run_1/zoom.png
Region (82, 82) to (107, 107) µm. Cells in grey, sequential cells in the stronger grey; small squares are vias.
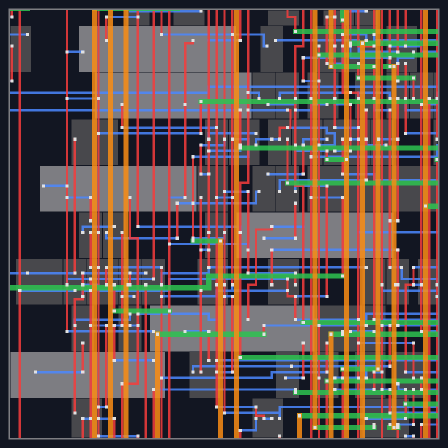
run_1/final_congestion.png
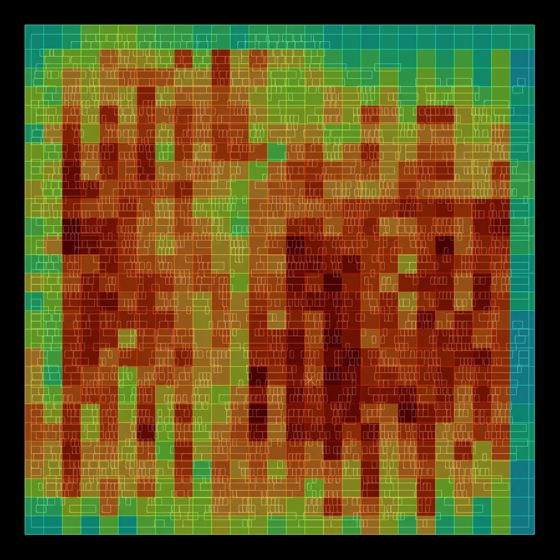
run_1/met2.png
Drawn at 2 px/µm.
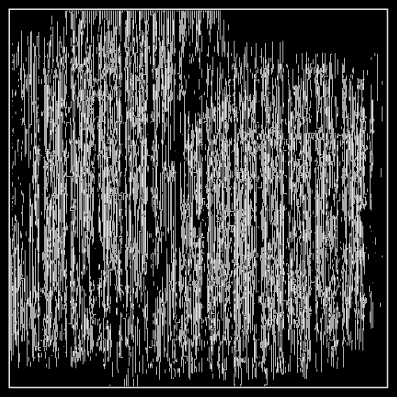
run_1/drive_strength.png
Drawn at 2 px/µm.
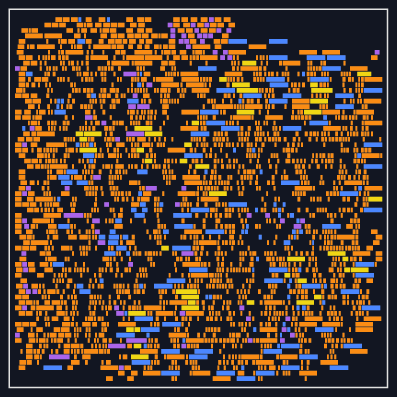
==> config.mk <==
export PLATFORM = sky130hd
export DESIGN_NAME = if_fetch_predict
export DESIGN_NICKNAME = d
export VERILOG_FILES = /design/src/rtl/if_pkg.sv /design/src/rtl/if_fetch_predict_bht_2bit.sv /design/src/rtl/if_fetch_predict.sv
export SDC_FILE = /design/constraint.sdc
export NUM_CORES = 1
export LEC_CHECK = 0
export ABC_AREA = 1
export CAP_MARGIN = 0
export CORE_MARGIN = 2
export CORE_UTILIZATION = 41
export CTS_CLUSTER_DIAMETER = 40
export CTS_CLUSTER_SIZE = 40
export DETAILED_ROUTE_END_ITERATION = 6
export GPL_TIMING_DRIVEN = 0
export PLACE_DENSITY = 0.69
export SETUP_SLACK_MARGIN = 0.4
export SYNTH_ARGS = -nofsm -noshare
export SYNTH_HDL_FRONTEND = slang
export SYNTH_SLANG_ARGS = --single-unit
==> constraint.sdc <==
create_clock -name clk -period 5.1 [get_ports clk]
set_input_delay 0.51 -clock clk [delete_from_list [all_inputs] [get_ports clk]]
set_output_delay 0.51 -clock clk [all_outputs]
set_load 0.02 [all_outputs]
==> deck_impl_summary.md, run 1 <==
Physical Implementation Snapshot

Power
  – Peak supply drop: 0.2279 mV
  – Comb pwr share: 0.423
  – Total power: 0.005301 W
  – Pint: 0.003057 W
  – P_leak: 8.815 nW
  – Psw: 0.002244 W
  – Clk pwr share: 0.272
  – Power per cell area: 300.7 mW/mm²

Final timing
  – RSZ-0062 raised after global routing: yes
  – Slew HR: 0.2770
  – Tightest Pin Transition: 1.084 ns
  – Final-report hold violation count: 0
  – Period utilization: 0.9301
  – Minimum clock period: 4.743 ns
  – FMAX: 210.8 MHz
  – Setup_tns: 0 ns
  – Slew Limit Fails: 0
  – Final setup fails: 0

Place
  – Global placer's final weighted congestion: 1.018
  – Port Buffer Count: 204
  – DP Worst Slack: -0.4992 ns
  – Dpl hpwl: 49320 µm

CTS
  – Late-Pin Clk Latency: 0.46 ns
  – CTS tree: yes
  – H-Tree Depth: 4
  – Post-CTS Hold Fix Bufs: 0
  – Root buf cell: clkbuf_16
  – Clock Path Buffers: 2
  – CTS Buf Count: 17

Global route
  – First-pass GRT wire length: 98880 µm
  – Initial antenna violation count: 1
  – Number of global-route vias before repair: 16399
  – Total grt overflow: 0
  – Largest net degree at the start of global routing: 42
  – GR Util All Layers: 0.3705

Critical path
  – Crit end category: output port
  – CP top delay family: buffers and inverters
  – CP startpoint kind: register
  – Reg2reg path depth: 21
  – Worst EP arrival: 4.23 ns
  – Critical path required time: 4.59 ns
  – CP max stage cell: buf_1
  – Worst path cell trace: buf_4, clkbuf_1, buf_1, nand2_1, o211ai_1, a21oi_1, nand3_1, nand3_1, nand2_1, clkdlybuf4s50_1
  – Critical path type: reg -> out
  – Crit path depth: 10
  – CP max FO: 10

Logic synthesis
  – Yosys warning total: 0
  – Cell count after synthesis: 2317
  – Synthesized cell area: 0.01394 mm²
  – Max-area cell share: 0.2359
  – Area leader, netlist: nand2_1
  – Yosys stat area: 0.01394 mm²
  – Count of cell types in the netlist: 38
  – Synth flops: 160
  – Cell total in the yosys stat output: 2317
  – Largest cells by area: nand2_1 (24%), dfrtp_1 (17%), dfstp_2 (12%)
  – Avg Cell Area, Syn: 6.017 µm²
  – Net Count, Synth: 2456

Route
  – Drc violations: 1
  – Via/cell ratio: 5.577
  – DRT iter0 DRCs: 1761
  – Drt first pass iters: 7
  – ANT nets after route: 0

Floorplan
  – Die Area: 0.03549 mm²
  – FP Util: 0.4157
  – Die y size: 188.4 µm
  – Horiz. Die Dim: 188.4 µm
  – Core box area: 0.03353 mm²
  – Row count: 67
  – IO Pins: 233

Cells and area
  – Fillers: 3439
  – Final layout net count: 2691
  – Final Non-Filler Cells: 3013
  – ANT cells: 0
  – FF/Latch Area: 0.004094 mm²
  – P&R area growth vs syn: 26.47%
  – Number of flip-flops in the largest register: 128
  – Layout cells sized above 1: 0.1092
  – Logic area: 0.008168 mm²

Status
  – Run status: complete, but fails checks
  – Failing checks: design-rule violations

Job
  – Max-Cap Viols: 0
Notes on zoom.png above:
legend:
  met3:
    colour: green
  met4:
    colour: orange
  met2:
    colour: red
  met1:
    colour: blue
most frequent: nand2_1 (17), nand3_1 (10), inv_1 (7)
sequential cells in the window: 6
cells with their middle in the window: 53

Notes on final_congestion.png above:
grt met1 use: 0.4336
Util after Layout: 0.5258
WL/cell: 21.94 µm
met2 usage: 0.6131

Notes on met2.png above:
main direction: vertical
share of all routed wire: 46%
longest straight run: 120 µm
Vias: 16804
WL final: 66100 µm

Notes on drive_strength.png above:
legend:
  drive 2:
    colour: blue
    cells: 158
    share: 6.2%
  drive 1 or less:
    colour: orange
    cells: 2285
    share: 89%
  drive 6 and up:
    colour: yellow
    cells: 44
    share: 1.7%
  drive 3 to 4:
    colour: purple
    cells: 78
    share: 3.0%
Final Instance Area: 0.01763 mm²
setup ws final: 0.3565 ns

[run 1: power groups by stage]
stage	clock network (W)	registers, W	logic (W)
after CTS	0.00146	0.00161	0.00218
final	0.00144	0.00162	0.00224
after global placement	0	0.00163	0.00212
after global routing	0.00151	0.00163	0.00239
after floorplan	0	0.00160	0.00120
after detailed placement	0	0.00163	0.00213
[run 1: per-stage QoR]
stage | cell area (µm²) | hold WS, ns
after global routing | 17630 | 0.3879
after CTS | 17500 | 0.3681
final | 17630 | 0.3677
after detailed placement | 16630 | 0.4646
after global placement | 16550 | 0.4635
after floorplan | 13940 | 0.4483
[run 1: per-layer routing]
layer	part of all wire	up-vias	wire length (µm)	track usage
met1	0.37	7800	24580	0.4336
met2	0.46	996	30420	0.6131
met4	0.075	2	4961	0.2494
met5	0.00017	-	11	0
met3	0.093	263	6133	0.07692
li1	-	7743	-	-
[run 1: cell families after synthesis]
family                   count (synthesis)  synth area share
AND-OR/OR-AND                          261            0.1032
XOR/XNOR                                30           0.01885
adder cells (fa/ha/maj)                 37           0.03375
buffers and inverters                  451            0.1416
flip-flops                             160            0.2929
multiplexers                             2          0.001436
AND/OR/NAND/NOR                       1376            0.4082
[run 1: placed cells by master, fill, tap and decap left out, types with 6 or more instances in the layout]
master and count:
a21oi_1 44, buf_2 38, nand2_1 871, nand3b_1 8
nor2_1 140, nand3_1 270, nor3_1 32, o21ai_0 142
ha_1 29, or2_2 6, a22oi_1 30, dfrtp_1 92
o211ai_1 13, buf_6 10, clkdlybuf4s50_1 189, clkinv_1 6
inv_1 300, xnor2_2 7, xor2_1 13, dfstp_2 64
dlygate4sd2_1 8, clkbuf_1 33, nand2_2 6, clkbuf_16 17
nand4_1 14, buf_1 7, buf_4 56, o21ai_1 16
[run 1: synthesized netlist by cell type (all sizes together)]
library cell and n:
nand2 879, inv 307, nand3 275, o21ai 159
nor2 149, buf 101, dfrtp 96, dfstp 64
a21oi 49, ha 36, clkbuf 35, nor3 35
a22oi 30, xor2 18, nand4 14, o211ai 13
xnor2 12, clkinv 8, nand3b 8, and2 7
or2 6, o21bai 5, a21o 3, and3 2
mux2i 2, o21a 2, and3b 1, fa 1
[run 1: final cells by class]
cell class,count,area share
Clock buffer,19,0.02512
Sequential cell,160,0.2322
Inverter,315,0.06763
Clock inverter,13,0.01079
Multi-Input combinational cell,1706,0.4633
Tap cell,448,0.03179
Timing Repair Buffer,216,0.1227
Buffer,136,0.04648
[run 1: what timing repair did]
item                       in CTS  in global routing
gates resized                  67                 35
setup endpoints to repair      33                 20
setup buffers                   5                  3
pin swaps                       3                  4
run_1/registers.png
Drawn at 2 px/µm. Other cells in grey.
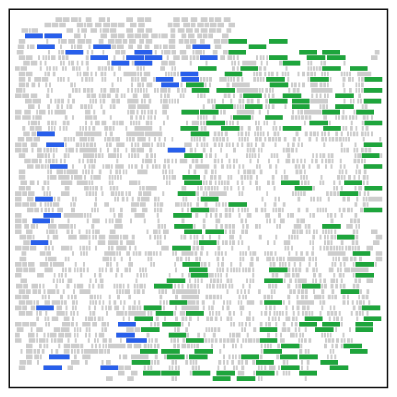

==> run 1 -> run 2 <==
Settings changed: CAP_MARGIN 0 to 20, CORE_MARGIN 2 to 8, PLACE_DENSITY 0.69 to 0.65.
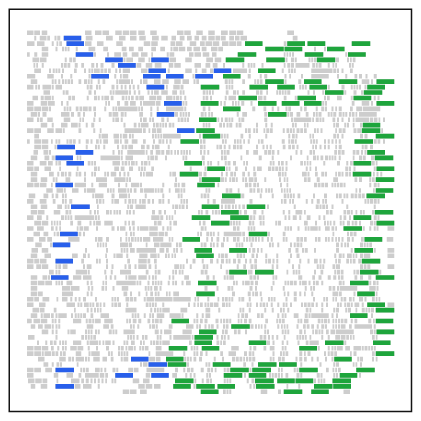
run_2/registers.png
Drawn at 2 px/µm. Other cells in grey.
legend:
  imem_addr:
    colour: blue
    placed_flops: 32
  u_bht.ctr_q:
    colour: green
    placed_flops: 128
Seq area share: 0.2318
FF/Latch Area: 0.004089 mm²
sequential power: 0.00161 W

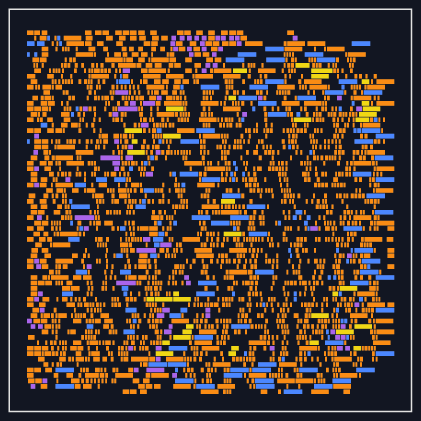
run_2/drive_strength.png
Drawn at 2 px/µm.
legend:
  drive 3 to 4:
    colour: purple
    cells: 90
    share: 3.5%
  drive 1 or less:
    colour: orange
    cells: 2275
    share: 89%
  drive 6 and up:
    colour: yellow
    cells: 36
    share: 1.4%
  drive 2:
    colour: blue
    cells: 166
    share: 6.5%
Final Instance Area: 0.01764 mm²
non-clock buffer count: 354
setup ws final: 0.3776 ns
P&R area growth vs syn: 26.52%

==> run 2 against run 1 <==
  * The run now ends clean
  * Global-route usage shrank 4.9 points
  * Clock power shrank 9%
  * Critical path depth grew 9
  * Fmax grew 0.45%
  * Final area is essentially flat
  * Sequential share of layout area is essentially flat
  * Synthesized area is the same
  * Utilization is essentially flat
  * Final cell count is essentially flat
  * Worst setup slack gained 0.021 ns
  * Register-to-register slack lost 0.15 ns
  * Sequential cell count is the same
  * Critical path type unchanged
  * Largest cell class unchanged
  * Largest power group unchanged
  * Highest routed layer is now met4
==> deck_impl_summary.md, run 2 <==
Physical Implementation Snapshot

Status
  – Run status: completed

Logic synthesis
  – Basic Gates by Area: 0.4082 (unchanged)
  – MUX share of area: 0.001436 (unchanged)
  – Ys flop type: dfrtp_1
  – Yosys xor share: 0.01885 (unchanged)
  – Yosys stat area: 0.01394 mm² (unchanged)
  – Area leader, netlist: nand2_1
  – Synthesized cell area: 0.01394 mm² (unchanged)
  – Cell count after synthesis: 2317 (unchanged)
  – Yosys warning total: 0 (unchanged)
  – Max-area cell share: 0.2359 (unchanged)
  – Cell total in the yosys stat output: 2317 (unchanged)
  – Top-count cell post-synth: nand2_1

Global route
  – Number of global-route vias before repair: 16460 (+0.37%)
  – Initial antenna violation count: 0 (-1)
  – Total grt overflow: 0 (unchanged)

Power
  – P_leak: 8.828 nW (+0.15%)
  – Power per cell area: 293.6 mW/mm² (-2.3%)
  – Peak supply drop: 0.2154 mV (-5.5%)

Critical path
  – Worst EP arrival: 4.21 ns (-0.02 ns)
  – Reg2reg path depth: 23 (+9.5%)
  – CP startpoint kind: register
  – Critical path type: reg -> out
  – CP max stage cell: clkdlybuf4s50_1
  – Critical path required time: 4.59 ns (about the same)
  – CP max FO: 6 (-4)

Floorplan
  – Row count: 67 (unchanged)
  – Die y size: 200.4 µm (+6.4%)

Final timing
  – Tightest Pin Transition: 0.9596 ns (-0.1248 ns)
  – Period utilization: 0.9260 (-0.004131)
  – Final setup fails: 0 (unchanged)
  – Minimum clock period: 4.722 ns (-0.02107 ns)

CTS
  – CTS tree: yes
  – Post-CTS Hold Fix Bufs: 0 (unchanged)
  – H-Tree Depth: 4 (unchanged)
  – Late-Pin Clk Latency: 0.46 ns (about the same)
  – Root buf cell: clkbuf_16

Cells and area
  – Most frequent cells in the layout: nand2_1 (865), inv_1 (299), nand3_1 (270)
  – Most numerous logic cell after layout: nand2_1
  – Final Non-Filler Cells: 3015 (+0.066%)
  – Layout cells sized above 1: 0.1138 (+0.004590)

Route
  – ANT nets after route: 0 (unchanged)
  – Vias: 16630 (-1.0%)
  – Via/cell ratio: 5.516 (-1.1%)
  – WL final: 66470 µm (+0.56%)

Place
  – Dpl hpwl: 51080 µm (+3.6%)
  – Global placer's final weighted congestion: 1.029 (+1.1%)
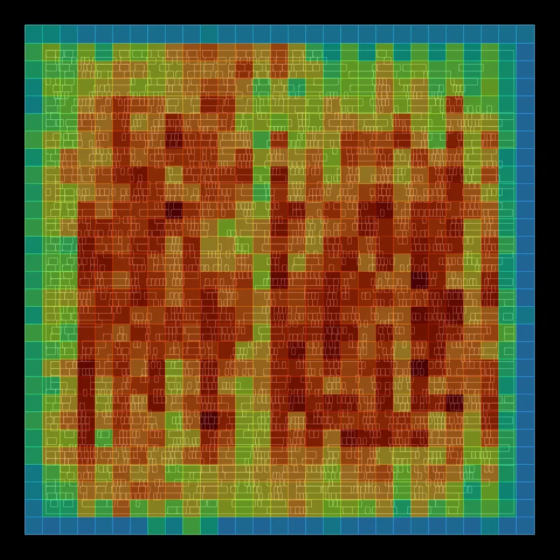
run_2/final_congestion.png
WL/cell: 22.05 µm
GR Util All Layers: 0.3211
grt met1 use: 0.3695
Util after Layout: 0.5260
met2 usage: 0.5328

run 2: cell counts after synthesis:
No cell type changed its count.
run 2: per-layer routing:
metal	wire length [µm]	GRT usage
met1	25100	0.3695
met2	30350	0.5328
met3	5960	0.07423
met4	5067	0.2053
met5	0	0
run 2: metrics by stage:
stage	setup WS, ns	setup TNS (ns)	total power, W	hold slack [ns]
6_report	0.3776	0	0.005179	0.4555
3_3_place_gp	-0.6867	-7.503	0.003767	0.4643
4_1_cts	0.2908	0	0.005115	0.4607
2_1_floorplan	1.455	0	0.002803	0.4483
3_5_place_dp	-0.6368	-6.361	0.003774	0.4672
5_1_grt	0.1591	0	0.005405	0.4858
run 2: what timing repair did:
action | 4_1_cts | 5_1_grt
setup endpoints to repair | 35 | 21
pin swaps | 2 | 7
buffers inserted | 3 | 7
gates resized | 63 | 54
run 2: report_power, final:
part,internal [W],switching [W]
Clock,0.000707,0.000607
Sequential,0.00147,0.000145
Combinational,0.000781,0.00147
Total,0.00296,0.00222
run 2: cells by family after synthesis:
family | after synthesis
adders and majority gates | 37
DFF | 160
xor gates and xnor gates | 30
buffers and inverters | 451
AOI/OAI and AO/OA | 261
and+or+nand+nor | 1376
muxes | 2
run 2: cell type report:
class,instances,area (µm²),share of cell area
multi-input cells,1706,8239,0.4671
flip-flops and latches,160,4089,0.2318
repair buffers,218,2167,0.1229
inverters,315,1192,0.06760
plain buffers,136,809.5,0.04590
well taps,448,560.5,0.03178
clock buffers,19,452.9,0.02568
clock inverters,13,127.6,0.007236
run 2: worst max-delay path: cells and delay by family (launching register included):
kind            cells  cell delay, ns
flops               1            0.37
xor+xnor            1            0.28
buf+inv             5            0.99
fa+ha+maj           2            0.52
compound gates      1            0.20
simple gates       10            1.40
Power figures rest on the tool's default switching activity, not on a simulated workload.
